==> config.mk <==
export PLATFORM = sky130hd
export DESIGN_NAME = nibble_serial_adder
export DESIGN_NICKNAME = d
export VERILOG_FILES = /design/src/rtl/nsa_pkg.sv /design/src/rtl/nibble_serial_adder_add4_slice.sv /design/src/rtl/nibble_serial_adder.sv
export SDC_FILE = /design/constraint.sdc
export NUM_CORES = 1
export LEC_CHECK = 0
export CELL_PAD_IN_SITES_DETAIL_PLACEMENT = 0
export CELL_PAD_IN_SITES_GLOBAL_PLACEMENT = 1
export CORE_UTILIZATION = 40
export DETAILED_ROUTE_END_ITERATION = 10
export PLACE_DENSITY = 0.82
export SKIP_CTS_REPAIR_TIMING = 1
export SLEW_MARGIN = 5
export SYNTH_ARGS = -nofsm -noshare
export SYNTH_HDL_FRONTEND = slang
export SYNTH_HIERARCHICAL = 1
export SYNTH_SLANG_ARGS = --single-unit
==> constraint.sdc <==
create_clock -name clk -period 7.1 [get_ports clk]
set_clock_uncertainty 0.1 [all_clocks]
set_input_delay 0.71 -clock clk [delete_from_list [all_inputs] [get_ports clk]]
set_output_delay 0.71 -clock clk [all_outputs]
set_load 0.01 [all_outputs]
Figure 1. A small window of the routed layout (run 1).
Scale bar: 10 um. Window x 8 to 33, y 8 to 33 um. Cells in gray, sequential cells in the stronger gray; small squares are vias.
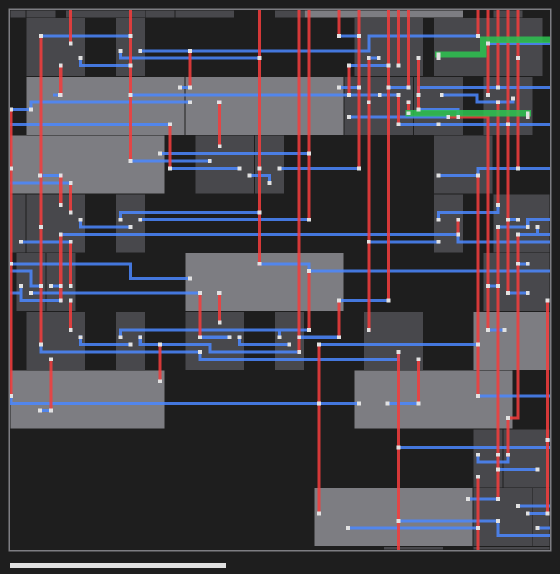
Green shows M3. Red shows M2. Blue shows M1.
32 logic cells have their middle in the window. Most frequent: nand2_1 (7), dfxtp_1 (7), a21boi_0 (5). Sequential cells in the window: 7.

Figure 2. Register map, names as in the netlist (run 1).
Scale bar: 20 um. Other sequential cells in the stronger gray, the rest of the logic in the fainter gray.
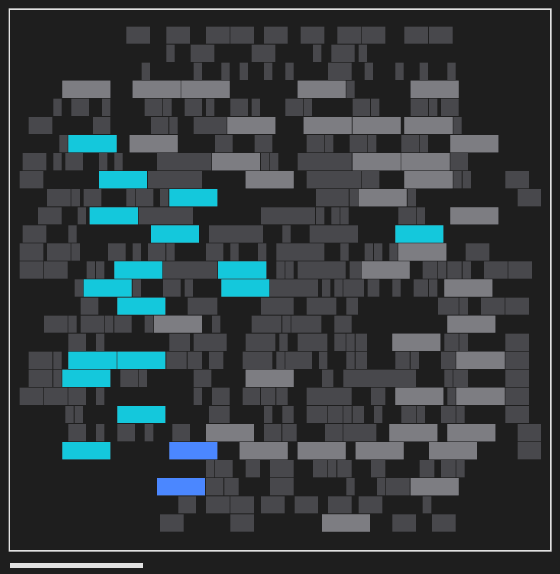
Cyan shows a_r, placed flops 16, where west. Blue shows state, placed flops 2.
Another 37 sequential cells are not colored.
flop share of the area: 34.50%
area taken by flip-flops and latches: 1101 um2
power consumed by sequential cells: 0.000335 W

Figure 3. Nets reached from selected ports (run 1).
Scale bar: 20 um.
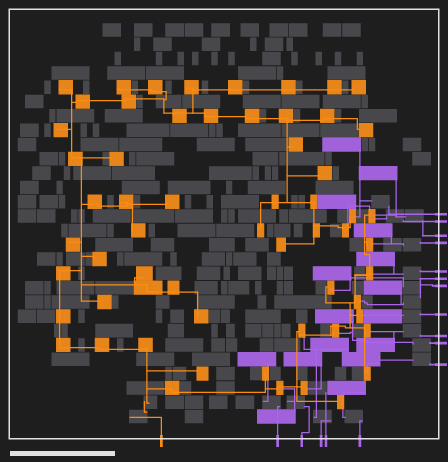
Orange shows rst_n, bits 1, direction input, edge south, end cells 61, buffers 2, wire 480 um. Purple shows sum, bits 16, direction output, edge 11 east, 5 south, end cells 16, buffers 16, wire 277 um.
I/O pin count: 57
IO Port Bufs: 56

==> flow_summary.ini, run 1 <==
; physical design summary
[clock_tree]
worst_setup_hold_path_clk_slew_ns = 0.10
clock_tree_from_tritoncts = done
numCtsBuffers = 5

[detailed_routing]
wl_per_cell_um = 13.21
detail-route-antenna-nets = 0

[worst_setup_path]
reg2reg_slack_ns = 3.53
timing.critical_path.depth = 12
path_delay_family = adder cells
timing_worst_setup_path_type = flop to flop

[layout]
fillerInstances = 571
instances_no_fill = 399
mi_logic_area_um2 = 1270

[synth]
enable_flop_cells = 0
yosys.area.top_type = dfxtp_1
postSynthRegisterBits = 55
yosys.stat.seqShare_pct = 43.76

[power_and_ir_drop]
clock_power_w = 0.000203
comb-power_w = 0.0000909
sequentialPowerShare_pct = 53.3
power.internal_w = 0.0004730
power_per_cell_area_nw_per_um2 = 197.0

[flow_run]
warnings = 31
timing.max_cap.violations = 0

[floorplanning]
die_width_um = 81.31

[timing]
fin_tns_setup_ns = 0
max_freq_ghz = 0.2798
timing_worst_slew_pin_value_ns = 1.079
timing.final.setup_violations = 0

[worst_hold_path]
worst_hold_path_type = flop to flop
whs_path_depth = 2

[placement]
place_worst_setup_slack_ns = 3.504
detailedPlacementHpwl_um = 3720

[status]
run_status = finished clean
[run 1: per-layer routing]
metal	global-route usage [%]	part of all wire (%)
met3	3.371	3.5
met5	0	0
met1	23.88	50
met2	25.75	45
met4	6.429	1.5
[run 1: placed cells by master (no fill, tap or decap), types with 3 or more instances in the layout]
master,Yosys,routed
a21boi_0,18,18
a21boi_1,15,15
a21oi_1,6,6
clkbuf_8,0,5
clkdlybuf4s50_1,0,56
dfxtp_1,55,55
fa_1,4,4
ha_1,6,6
inv_1,12,12
mux4_2,8,8
nand2_1,89,89
nand3_1,3,3
nor2_1,4,4
nor2b_1,3,3
o22ai_1,15,15
[run 1: cells by family (layout without fill, tap and decap cells)]
kind of cell | after synthesis | after routing | share of synthesized area, %
and+or+nand+nor | 113 | 113 | 20.14
adders and majority gates | 10 | 10 | 6.166
AOI/OAI and AO/OA | 60 | 60 | 16.61
DFF | 55 | 55 | 43.76
buffers and inverters | 29 | 77 | 5.768
muxes | 9 | 9 | 7.558
[run 1: per-stage QoR]
step | cell area, um2 | power, W | util, %
6_report | 3192 | 0.0006289 | 53.28
5_1_grt | 3192 | 0.0006565 | 53.28
4_1_cts | 3192 | 0.0006352 | 53.28
3_5_place_dp | 3085 | 0.0004342 | 51.50
3_3_place_gp | 3085 | 0.0004333 | 51.50
2_1_floorplan | 2516 | 0.0003978 | -
[run 1: area by class of cell]
cell class	instances	area share (%)
Clock buffer	5	2.156
Clock inverter	2	1.176
Inverter	12	1.411
Multi-Input combinational cell	192	39.79
Sequential cell	55	34.50
Tap cell	75	2.940
Timing Repair Buffer	58	18.03
Figure 4. Track usage over the die (run 1).
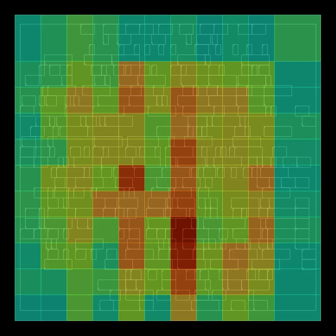

==> run 1 -> run 2 <==
Settings changed: CORE_UTILIZATION 40 to 37, PLACE_DENSITY 0.82 to 0.77.
Clock period 7.1 ns to 3.7 ns, I/O delays scaled along.
Figure 5. Track usage over the die (run 2).
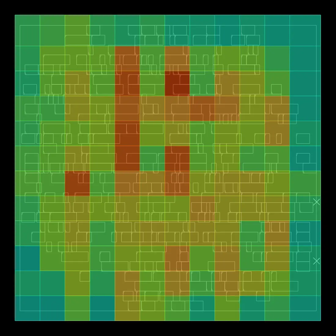
routing usage on met3: 3.638%
busiest metal layer after global routing: met2
final core occ: 49.57%
routed len/inst: 13.74 um
global-route usage over all layers: 16.78%

Figure 6. Register map, names as in the netlist (run 2).
Scale bar: 20 um. Other sequential cells in the stronger gray, the rest of the logic in the fainter gray.
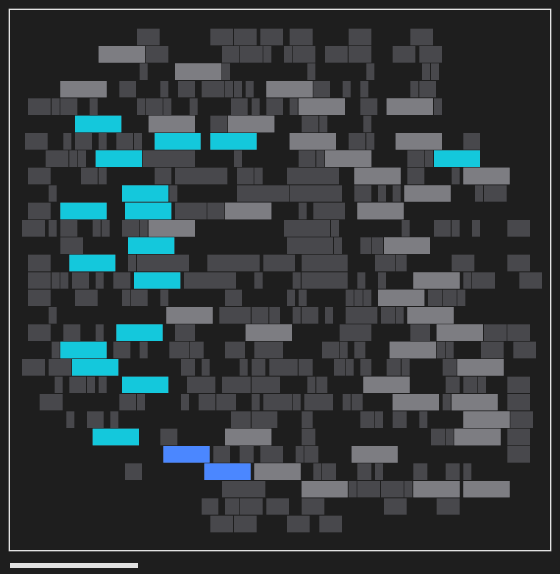
Cyan shows a_r, placed flops 16. Blue shows state, placed flops 2.
power consumed by sequential cells: 0.000640 W
flop share of the area: 34.39%

Figure 7. A small window of the routed layout (run 2).
Scale bar: 10 um. Window x 9 to 34, y 9 to 34 um. Cells in gray, sequential cells in the stronger gray; small squares are vias.
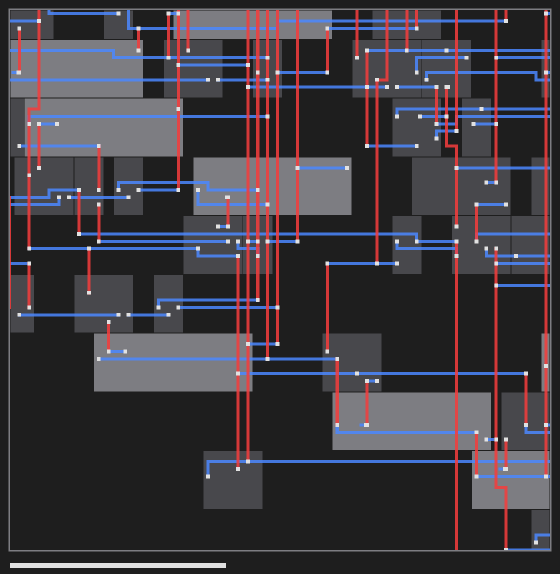
Red shows M2. Blue shows M1.
Sequential cells in the window: 5. 26 logic cells have their middle in the window. Most frequent: nand2_1 (6), dfxtp_1 (5), a21boi_0 (4).

==> flow_summary.ini, run 2 <==
; physical design summary
[status]
run_status = finished with violations
failed_checks = DRC

[detailed_routing]
initialDrtViolationCount = 122
drt-pass1-iter-count = 7
detail_route.drc_violations = 4
detail-route-antenna-nets = 0

[synth]
ff_type = dfxtp_1
avgSynthCellArea_um2 = 9.117
postSynthRegisterBits = 55
enable_flop_cells = 0
share_of_async_settable_or_async_resettable_flops_after_synthesis_pct = 0
yosys.area.top_type = dfxtp_1
yosys.stat.seqShare_pct = 43.76

[floorplanning]
io_pins = 57
die_width_um = 84.47

[timing]
fin_tns_setup_ns = 0
timing.final.setup_violations = 0
max_freq_ghz = 0.3035
timing_worst_slew_pin_value_ns = 1.106

[power_and_ir_drop]
power.static_leakage_nw = 1.186
power_per_cell_area_nw_per_um2 = 364.8
power.ir.vdd_worst_mv = 0.1800

[layout]
layout_top_cells_excl_fill_tap = nand2_1 (89), clkdlybuf4s50_1 (56), dfxtp_1 (55), a21boi_0 (18)
regArea_um2 = 1101
mi_logic_area_um2 = 1270
fin_area_um2 = 3202
instances_no_fill = 404
fillerInstances = 627
layout_top_cell = nand2_1

[worst_setup_path]
reg2reg_slack_ns = 0.41
timing_worst_setup_path_type = flop to flop

[flow_run]
timing.max_cap.violations = 0

[worst_hold_path]
worst_hold_path_type = flop to flop
whs_path_depth = 2

[clock_tree]
worst_setup_hold_path_clk_slew_ns = 0.09
numCtsBuffers = 5

[placement]
detailedPlacementHpwl_um = 4094
numPortBuffers = 56
postPlaceCellArea_um2 = 3103
run 2: critical path, stage by stage, from the launching register on:
cell and delay (ns):
dfxtp_1 0.54, mux4_2 0.55, inv_1 0.09, fa_1 0.18
inv_1 0.05, fa_1 0.38, fa_1 0.37, inv_1 0.07
fa_1 0.40, inv_1 0.09, and3b_1 0.17, a21oi_1 0.12
a21oi_1 0.08
run 2: power breakdown:
group          switching [W]  internal [W]  leakage (nW)
combinational      0.0000895     0.0000939         0.689
sequential         0.0000216      0.000618         0.449
clock               0.000192      0.000153        0.0474
run 2: layout make-up:
| class | count | share of cell area, % |
|---|---|---|
| tap | 77 | 3.009 |
| timing repair buffer | 60 | 18.44 |
| clock inverter | 2 | 0.5080 |
| sequential | 55 | 34.39 |
| clock buffer | 6 | 2.579 |
| inverter | 12 | 1.407 |
| multi-input combinational | 192 | 39.66 |
run 2: logic make-up after synthesis:
group,after synthesis,synth area share [%]
buffers and inverters,29,5.768
adders and majority gates,10,6.166
AOI/OAI and AO/OA,60,16.61
DFF,55,43.76
and+or+nand+nor,113,20.14
muxes,9,7.558
run 2: metrics by stage:
stage / util (%) / total power [W] / worst slack, ns / hold WS [ns]
4_1_cts: 49.57 / 0.001181 / 0.3685 / 0.3607
6_report: 49.57 / 0.001168 / 0.4053 / 0.3594
5_1_grt: 49.57 / 0.001228 / 0.2370 / 0.3786
2_1_floorplan: - / 0.0007634 / 0.3855 / 0.3319
3_3_place_gp: 48.04 / 0.0008364 / 0.4863 / 0.3444
3_5_place_dp: 48.04 / 0.0008392 / 0.3998 / 0.3477
run 2: per-layer routing:
layer	track usage (%)	wire, um	up-vias
li1	-	-	1030
met1	23.01	2732	912
met2	27.42	2548	46
met3	3.638	241	2
met4	3.544	29	0
met5	0	0	-
No activity file was given, so power comes from the tool's default toggle rates.
